$ cat src/rtl/anb_pkg.sv
// Shared ANB types and width helpers used by the read splitter and its tag FIFO.
package anb_pkg;

    typedef struct packed {
        logic is_final;   // sub-burst carries the last beat of the original burst
    } anb_rd_tag_t;

    // Index width that stays at least 1 bit for single-entry storage.
    function automatic int unsigned idx_width(input int unsigned n);
        return (n > 1) ? $clog2(n) : 1;
    endfunction

    // Width able to hold the values 0..n inclusive.
    function automatic int unsigned cnt_width(input int unsigned n);
        return $clog2(n + 1);
    endfunction

endpackage

$ cat src/rtl/anb_tag_fifo_m.sv
// Synchronous tag FIFO with registered full/empty/count; tracks issued sub-bursts.
module anb_tag_fifo_m
    import anb_pkg::*;
#(
    parameter int unsigned DEPTH = 4
) (
    input  logic                             clk,
    input  logic                             rst,
    input  logic                             push,
    input  anb_rd_tag_t                      push_tag,
    input  logic                             pop,
    output anb_rd_tag_t                      head,
    output logic                             full,
    output logic                             empty,
    output logic [cnt_width(DEPTH)-1:0]      count
);

    typedef logic [idx_width(DEPTH)-1:0] ptr_t;
    typedef logic [cnt_width(DEPTH)-1:0] cnt_t;

    anb_rd_tag_t mem [DEPTH];
    ptr_t        wr_ptr;
    ptr_t        rd_ptr;
    cnt_t        count_nxt;
    logic        do_push;
    logic        do_pop;

    function automatic ptr_t bump(input ptr_t p);
        return (p == ptr_t'(DEPTH - 1)) ? '0 : p + ptr_t'(1);
    endfunction

    // A push into a full FIFO is accepted only when a pop frees a slot in the same cycle.
    assign do_pop  = pop && !empty;
    assign do_push = push && (!full || do_pop);
    assign head    = mem[rd_ptr];

    // NOTE: every variable assigned in always_comb gets a default first, so no latch is inferred.
    always_comb begin
        count_nxt = count;
        if (do_push && !do_pop)
            count_nxt = count + cnt_t'(1);
        else if (do_pop && !do_push)
            count_nxt = count - cnt_t'(1);
    end

    // NOTE: tag storage has no reset; entries are only read after being written, and the pointers are reset.
    always_ff @(posedge clk) begin
        if (do_push)
            mem[wr_ptr] <= push_tag;
    end

    // NOTE: state registers use non-blocking assignments so every flop samples pre-edge values.
    always_ff @(posedge clk) begin
        if (rst) begin
            wr_ptr <= '0;
            rd_ptr <= '0;
            count  <= '0;
            full   <= 1'b0;
            empty  <= 1'b1;
        end else begin
            if (do_push)
                wr_ptr <= bump(wr_ptr);
            if (do_pop)
                rd_ptr <= bump(rd_ptr);
            count <= count_nxt;
            full  <= (count_nxt == cnt_t'(DEPTH));
            empty <= (count_nxt == '0);
        end
    end

endmodule

$ cat src/rtl/reg_stage_m.sv
// Full-throughput pipeline register slice: one cycle of latency, valid/ready on both sides.
module reg_stage_m #(
    parameter type T = logic [31:0]
) (
    input  logic clk,
    input  logic rst,
    input  logic s_valid,
    output logic s_ready,
    input  T     s_data,
    output logic m_valid,
    input  logic m_ready,
    output T     m_data
);

    logic running;

    // Ready stays low while in reset and for the first cycle after it.
    assign s_ready = running && (!m_valid || m_ready);

    always_ff @(posedge clk) begin
        if (rst) begin
            running <= 1'b0;
            m_valid <= 1'b0;
        end else begin
            running <= 1'b1;
            if (s_ready)
                m_valid <= s_valid;
        end
    end

    always_ff @(posedge clk) begin
        if (s_valid && s_ready)
            m_data <= s_data;
    end

endmodule

$ cat src/rtl/anb_rd_splitter_m.sv
// Splits ANB read bursts into sub-bursts of at most MAX_BURST beats and re-generates
// the read-data last flag so it marks only the final beat of the original burst.
module anb_rd_splitter_m
    import anb_pkg::*;
#(
    parameter type         ADDR_T      = logic [31:0],
    parameter type         LEN_T       = logic [7:0],
    parameter type         DATA_T      = logic [31:0],
    parameter int unsigned MAX_BURST   = 16,
    parameter int unsigned OUTSTANDING = 4
) (
    input  logic  clk,
    input  logic  rst,
    input  logic  m_a_avalid,
    output logic  m_a_aready,
    input  ADDR_T m_a_addr,
    input  LEN_T  m_a_len,
    output logic  s_a_avalid,
    input  logic  s_a_aready,
    output ADDR_T s_a_addr,
    output LEN_T  s_a_len,
    input  logic  s_d_valid,
    output logic  s_d_ready,
    input  DATA_T s_d_data,
    input  logic  s_d_last,
    output logic  m_d_valid,
    input  logic  m_d_ready,
    output DATA_T m_d_data,
    output logic  m_d_last
);

    localparam int unsigned BEAT_BYTES = $bits(DATA_T) / 8;
    localparam int unsigned LW         = $bits(LEN_T);

    typedef logic [LW:0] rem_t;   // one extra bit so len = max gives beats without overflow
    typedef logic [cnt_width(OUTSTANDING)-1:0] cnt_t;
    typedef struct packed {
        DATA_T data;
        logic  last;
    } beat_t;
    typedef enum logic { IDLE, ISSUE } state_t;

    localparam rem_t MAX_CHUNK = rem_t'(MAX_BURST);

    state_t      state;
    ADDR_T       cur_addr;
    rem_t        rem;
    rem_t        chunk;
    logic        is_final;
    logic        aready_q;
    logic        a_fire;
    anb_rd_tag_t tag_head;
    logic        tag_full;
    logic        tag_empty;
    cnt_t        tag_count;
    beat_t       d_in;
    beat_t       d_out;

    assign is_final   = (rem <= MAX_CHUNK);
    assign chunk      = is_final ? rem : MAX_CHUNK;
    assign m_a_aready = aready_q;
    assign s_a_avalid = (state == ISSUE) && !tag_full;
    assign s_a_addr   = cur_addr;
    assign s_a_len    = LEN_T'(chunk - rem_t'(1));
    assign a_fire     = s_a_avalid && s_a_aready;

    always_ff @(posedge clk) begin
        if (rst) begin
            state    <= IDLE;
            aready_q <= 1'b0;
            cur_addr <= '0;
            rem      <= '0;
        end else begin
            case (state)
                IDLE: begin
                    if (aready_q && m_a_avalid) begin
                        cur_addr <= m_a_addr;
                        rem      <= rem_t'(m_a_len) + rem_t'(1);
                        aready_q <= 1'b0;
                        state    <= ISSUE;
                    end else begin
                        aready_q <= 1'b1;
                    end
                end
                ISSUE: begin
                    if (a_fire) begin
                        cur_addr <= cur_addr + ADDR_T'(chunk) * ADDR_T'(BEAT_BYTES);
                        rem      <= rem - chunk;
                        if (is_final) begin
                            state    <= IDLE;
                            aready_q <= 1'b1;
                        end
                    end
                end
                default: state <= IDLE;
            endcase
        end
    end

    anb_tag_fifo_m #(
        .DEPTH (OUTSTANDING)
    ) u_tag_fifo (
        .clk      (clk),
        .rst      (rst),
        .push     (a_fire),
        .push_tag ('{is_final: is_final}),
        .pop      (s_d_valid && s_d_ready && s_d_last),
        .head     (tag_head),
        .full     (tag_full),
        .empty    (tag_empty),
        .count    (tag_count)
    );

    // An orphan beat (no outstanding tag) is still forwarded, but never as a last beat.
    always_comb begin
        d_in      = '0;
        d_in.data = s_d_data;
        d_in.last = s_d_last && !tag_empty && tag_head.is_final;
    end

    reg_stage_m #(
        .T (beat_t)
    ) u_slice (
        .clk     (clk),
        .rst     (rst),
        .s_valid (s_d_valid),
        .s_ready (s_d_ready),
        .s_data  (d_in),
        .m_valid (m_d_valid),
        .m_ready (m_d_ready),
        .m_data  (d_out)
    );

    assign m_d_data = d_out.data;
    assign m_d_last = d_out.last;

    a_no_orphan_data: assert property (@(posedge clk) disable iff (rst) s_d_valid |-> !tag_empty)
        else $error("read data beat arrived with no outstanding sub-burst");
    a_count_bound: assert property (@(posedge clk) disable iff (rst) tag_count <= cnt_t'(OUTSTANDING))
        else $error("tag FIFO occupancy exceeds its depth");

endmodule
$ cat config.mk
export PLATFORM = sky130hd
export DESIGN_NAME = anb_rd_splitter_m
export DESIGN_NICKNAME = d
export VERILOG_FILES = /design/src/rtl/anb_pkg.sv /design/src/rtl/anb_tag_fifo_m.sv /design/src/rtl/reg_stage_m.sv /design/src/rtl/anb_rd_splitter_m.sv
export SDC_FILE = /design/constraint.sdc
export NUM_CORES = 1
export LEC_CHECK = 0
export CAP_MARGIN = 15
export CORE_MARGIN = 8
export CORE_UTILIZATION = 45
export CTS_CLUSTER_SIZE = 8
export DETAILED_ROUTE_END_ITERATION = 7
export GPL_TIMING_DRIVEN = 0
export PLACE_DENSITY = 0.78
export SETUP_SLACK_MARGIN = 0.5
export SLEW_MARGIN = 20
export SYNTH_ARGS = -nofsm -noshare
export SYNTH_HDL_FRONTEND = slang
export SYNTH_SLANG_ARGS = --single-unit
export TNS_END_PERCENT = 20
$ cat constraint.sdc
create_clock -name clk -period 4.3 [get_ports clk]
set_input_delay 0.86 -clock clk [delete_from_list [all_inputs] [get_ports clk]]
set_output_delay 0.86 -clock clk [all_outputs]
set_load 0.03 [all_outputs]
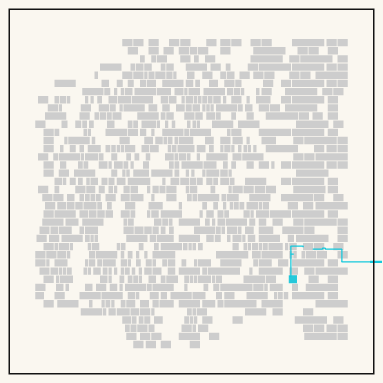
Fig. 1. Port wiring (run 1).
Drawn at 3 px/um.
Key: s_d_ready = cyan [direction output, edge east, end cells 1, buffers 1, wire 40.6 um]

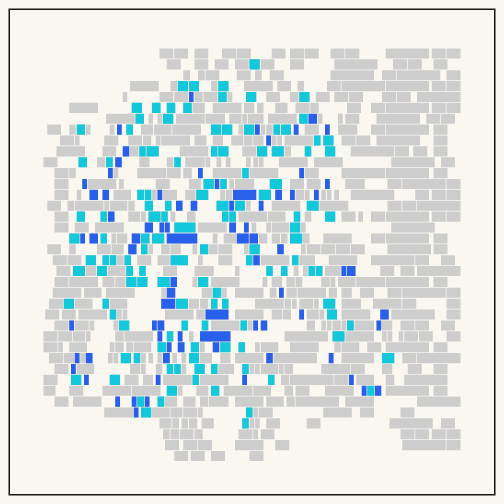
Fig. 2. Gate families picked out (run 1).
Drawn at 4 px/um.
Key: NOR gates = blue [cells 78]; inverting AOI/OAI gates = cyan [cells 125]

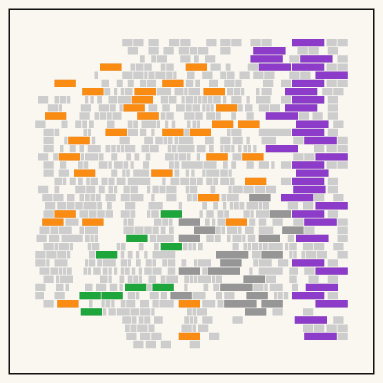
Fig. 3. Where the registers sit (run 1).
Drawn at 3 px/um. Other sequential cells in the stronger grey, the rest of the logic in the fainter grey.
Key: u_slice.m_data = purple [placed flops 33, where a column on the right]; rem = green [placed flops 9]; s_a_addr = orange [placed flops 32]
Another 19 sequential cells are not coloured.

==> results.cfg, run 1 <==
; yosys + openroad results
[sta]
tns_ns = 0
postLayoutSetupSlackWorst_ns = 0.543
rsz0062_at_grt = true
setup-violations-final = 0

[layout]
fin_nets = 793
seqCellArea_sq_mm = 0.00223
drive_above_1_share = 0.0613
mostFrequentLayoutCells = clkdlybuf4s50_1 (152), dfxtp_1 (56), nand2_1 (51)

[logic_synthesis]
edf_count = 37
ys_area_sq_mm = 0.00496
syn-instance-count = 529
ys_async_sr_fraction = 0
ys_seq_frac = 0.450
synth_top_area_share = 0.226

[setup_path]
cp_num_buf_inv = 3
critPathMaxFanout = 8
slowest_delay_ns = 0.66
reg2reg_depth = 13
worst_path_max_delay_cell = clkdlybuf4s50_1

[global_routing]
grt_pass1_wl_um = 26600
grt_pass1_vias = 4913
track_usage = 0.227

[floorplan]
initial_core_util = 0.460

[clock_network]
worstSkewPairLatency_ns = 0.37
post_cts_buffers = 0
htree_levels = 3

[place]
numPortBuffers = 154
postPlaceCellArea_sq_mm = 0.00669
hpwl_um = 12800

[detailed_routing]
wl_um = 17000

[outcome]
status = finished, final reports clean

[power]
switchingPower_w = 0.000820
combPwrFrac = 0.308

[worst_hold_path]
hold_path.class = reg2reg

[run]
log.warning_count = 32
[run 1: worst register-to-register path: cells and delay by family, from the launching register on]
kind                     cells  cell delay (ns)
buffers and inverters        2             0.31
AND-OR/OR-AND                5             1.34
adder cells (fa/ha/maj)      1             0.26
flip-flops                   1             0.37
AND/OR/NAND/NOR              5             1.19
[run 1: cell usage after synthesis (3+ instances only)]
library cell	count
dfxtp_1	56
nand2_1	51
nor2_1	43
edfxtp_1	37
a21oi_1	30
nand3_1	24
o21ai_0	20
nor3_1	19
clkbuf_1	17
ha_1	17
and3_1	14
inv_1	14
a211oi_1	11
mux2i_1	11
and2_1	10
xnor2_1	10
a22oi_1	9
a31oi_1	9
nor4_1	7
o211ai_1	7
o22ai_1	7
a21boi_0	6
or4_1	6
buf_2	5
nand4_1	5
o31ai_1	5
a21o_1	4
buf_1	4
nand3b_1	4
a311oi_1	3
mux2_2	3
nor2b_1	3
o21a_1	3
o21ai_1	3
[run 1: per-layer routing]
metal,part of all wire,GRT usage,up-vias
met5,0,0,-
met4,0.023,0.0703,0
met3,0.10,0.0600,40
met2,0.46,0.372,288
met1,0.41,0.286,2273
li1,-,-,2313
[run 1: area by class of cell]
cell class              instances  share of cell area
multi-input cells             395               0.374
flip-flops and latches         93               0.323
repair buffers                154               0.223
well taps                     140              0.0254
clock buffers                  10              0.0185
plain buffers                  27              0.0167
clock inverters                 6              0.0103
inverters                      16             0.00870
[run 1: registers in the layout, indices dropped and copies added (netlist names), named ones only]
signal and cells:
u_slice.m_data 33, s_a_addr 32, rem 9, u_tag_fifo.mem 4, u_tag_fifo.count 3, u_tag_fifo.rd_ptr 2
u_tag_fifo.wr_ptr 2, m_a_aready 1, state 1, u_slice.m_valid 1, u_slice.running 1, u_tag_fifo.empty 1
u_tag_fifo.full 1
==> inputs of run 2 (changes only) <==
--- a/config.mk
+++ b/config.mk
@@ -11,6 +11,7 @@
 export CTS_CLUSTER_SIZE = 8
 export DETAILED_ROUTE_END_ITERATION = 7
 export GPL_TIMING_DRIVEN = 0
+export HOLD_SLACK_MARGIN = 0.02
 export PLACE_DENSITY = 0.78
 export SETUP_SLACK_MARGIN = 0.5
 export SLEW_MARGIN = 20
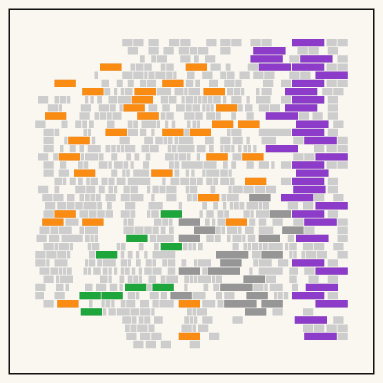
Fig. 4. Where the registers sit (run 2).
Drawn at 3 px/um. Other sequential cells in the stronger grey, the rest of the logic in the fainter grey.
Key: rem = green [placed flops 9]; u_slice.m_data = purple [placed flops 33, where a column on the right]; s_a_addr = orange [placed flops 32]

==> run 2 against run 1 <==
First-iteration DRC count unchanged. Clock skew is the same. Critical path depth unchanged. Via count unchanged. Power did not move. Area after synthesis did not move. Global-route usage stayed put. Cell count did not move. Clock power barely moved. Largest cell class unchanged. Highest routed layer unchanged.
==> results.cfg, run 2 <==
; yosys + openroad results
[detailed_routing]
wl_um = 17000

[layout]
drive_above_1_share = 0.0613
top_register = u_slice.m_data
fin_nets = 793
mostFrequentLayoutCells = clkdlybuf4s50_1 (152), dfxtp_1 (56), nand2_1 (51)
largest_reg_flops = 33

[place]
numPortBuffers = 154

[logic_synthesis]
top_cells_by_count = dfxtp_1 (56), nand2_1 (51), nor2_1 (43), edfxtp_1 (37), a21oi_1 (30)
ys_area_sq_mm = 0.00496
most_common_cell = dfxtp_1
synth_top_area_share = 0.226
edf_count = 37

[setup_path]
reg2reg_depth = 13

[global_routing]
grt_pass1_vias = 4913
track_usage = 0.227
grt_pass1_wl_um = 26600

[outcome]
status = finished, final reports clean

[worst_hold_path]
hold_path.class = reg2reg

[clock_network]
worstSkewPairLatency_ns = 0.37

[floorplan]
initial_core_util = 0.460

[run]
log.warning_count = 32

[sta]
setup-violations-final = 0
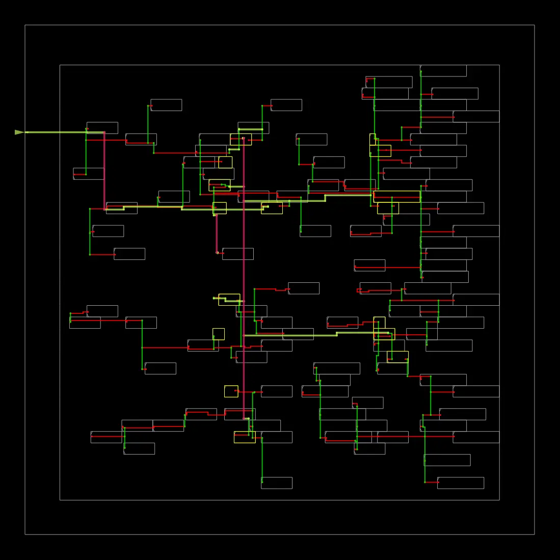
Fig. 5. Clock nets (run 2).
flop count: 93
Worst Skew: 0.00903 ns

## run 2: cell counts in the layout (fill, tap and decap cells not counted)
Identical to the previous run, type by type.
## run 2: per-layer routing
layer / share of wire / vias to the layer above / GRT usage / wire (um)
li1: - / 2313 / - / -
met1: 0.41 / 2273 / 0.286 / 7000
met2: 0.46 / 288 / 0.372 / 7850
met3: 0.10 / 40 / 0.0600 / 1750
met4: 0.023 / 0 / 0.0703 / 388
met5: 0 / - / 0 / 0
## run 2: per-stage QoR
stage	instances	power, W	worst slack, ns
5_1_grt	841	0.00248	0.384
3_3_place_gp	825	0.00176	0.581
6_report	841	0.00238	0.543
4_1_cts	841	0.00237	0.460
3_5_place_dp	825	0.00178	0.504
2_1_floorplan	531	0.00147	1.19
## run 2: repair_timing
item                       4_1_cts  5_1_grt
setup endpoints to repair        4        5
buffers inserted                 0        0
resized                          3        1
## run 2: cell families (layout without fill, tap and decap cells)
kind of cell	count (synthesis)	in the layout	synth area share
compound gates	139	139	0.189
buf+inv	43	213	0.0353
flops	93	93	0.450
fa+ha+maj	19	19	0.0489
other cells	2	4	0.00151
xor+xnor	12	12	0.0212
mux	15	15	0.0335
simple gates	206	206	0.221
## run 2: cell type report
class / instances / area, sq um / area share
plain buffers: 27 / 115 / 0.0167
clock buffers: 10 / 128 / 0.0185
clock inverters: 6 / 71.3 / 0.0103
inverters: 16 / 60.1 / 0.00870
multi-input cells: 395 / 2580 / 0.374
flip-flops and latches: 93 / 2230 / 0.323
well taps: 140 / 175 / 0.0254
repair buffers: 154 / 1540 / 0.223
## run 2: critical path: stages (launching register included)
cell	delay [ns]
dfxtp_1	0.37
or4_1	0.60
nand2_1	0.10
nand2_1	0.13
inv_2	0.20
nand2_1	0.12
ha_1	0.30
inv_1	0.06
clkdlybuf4s50_1	0.66
No activity file was given, so power comes from the tool's default toggle rates.
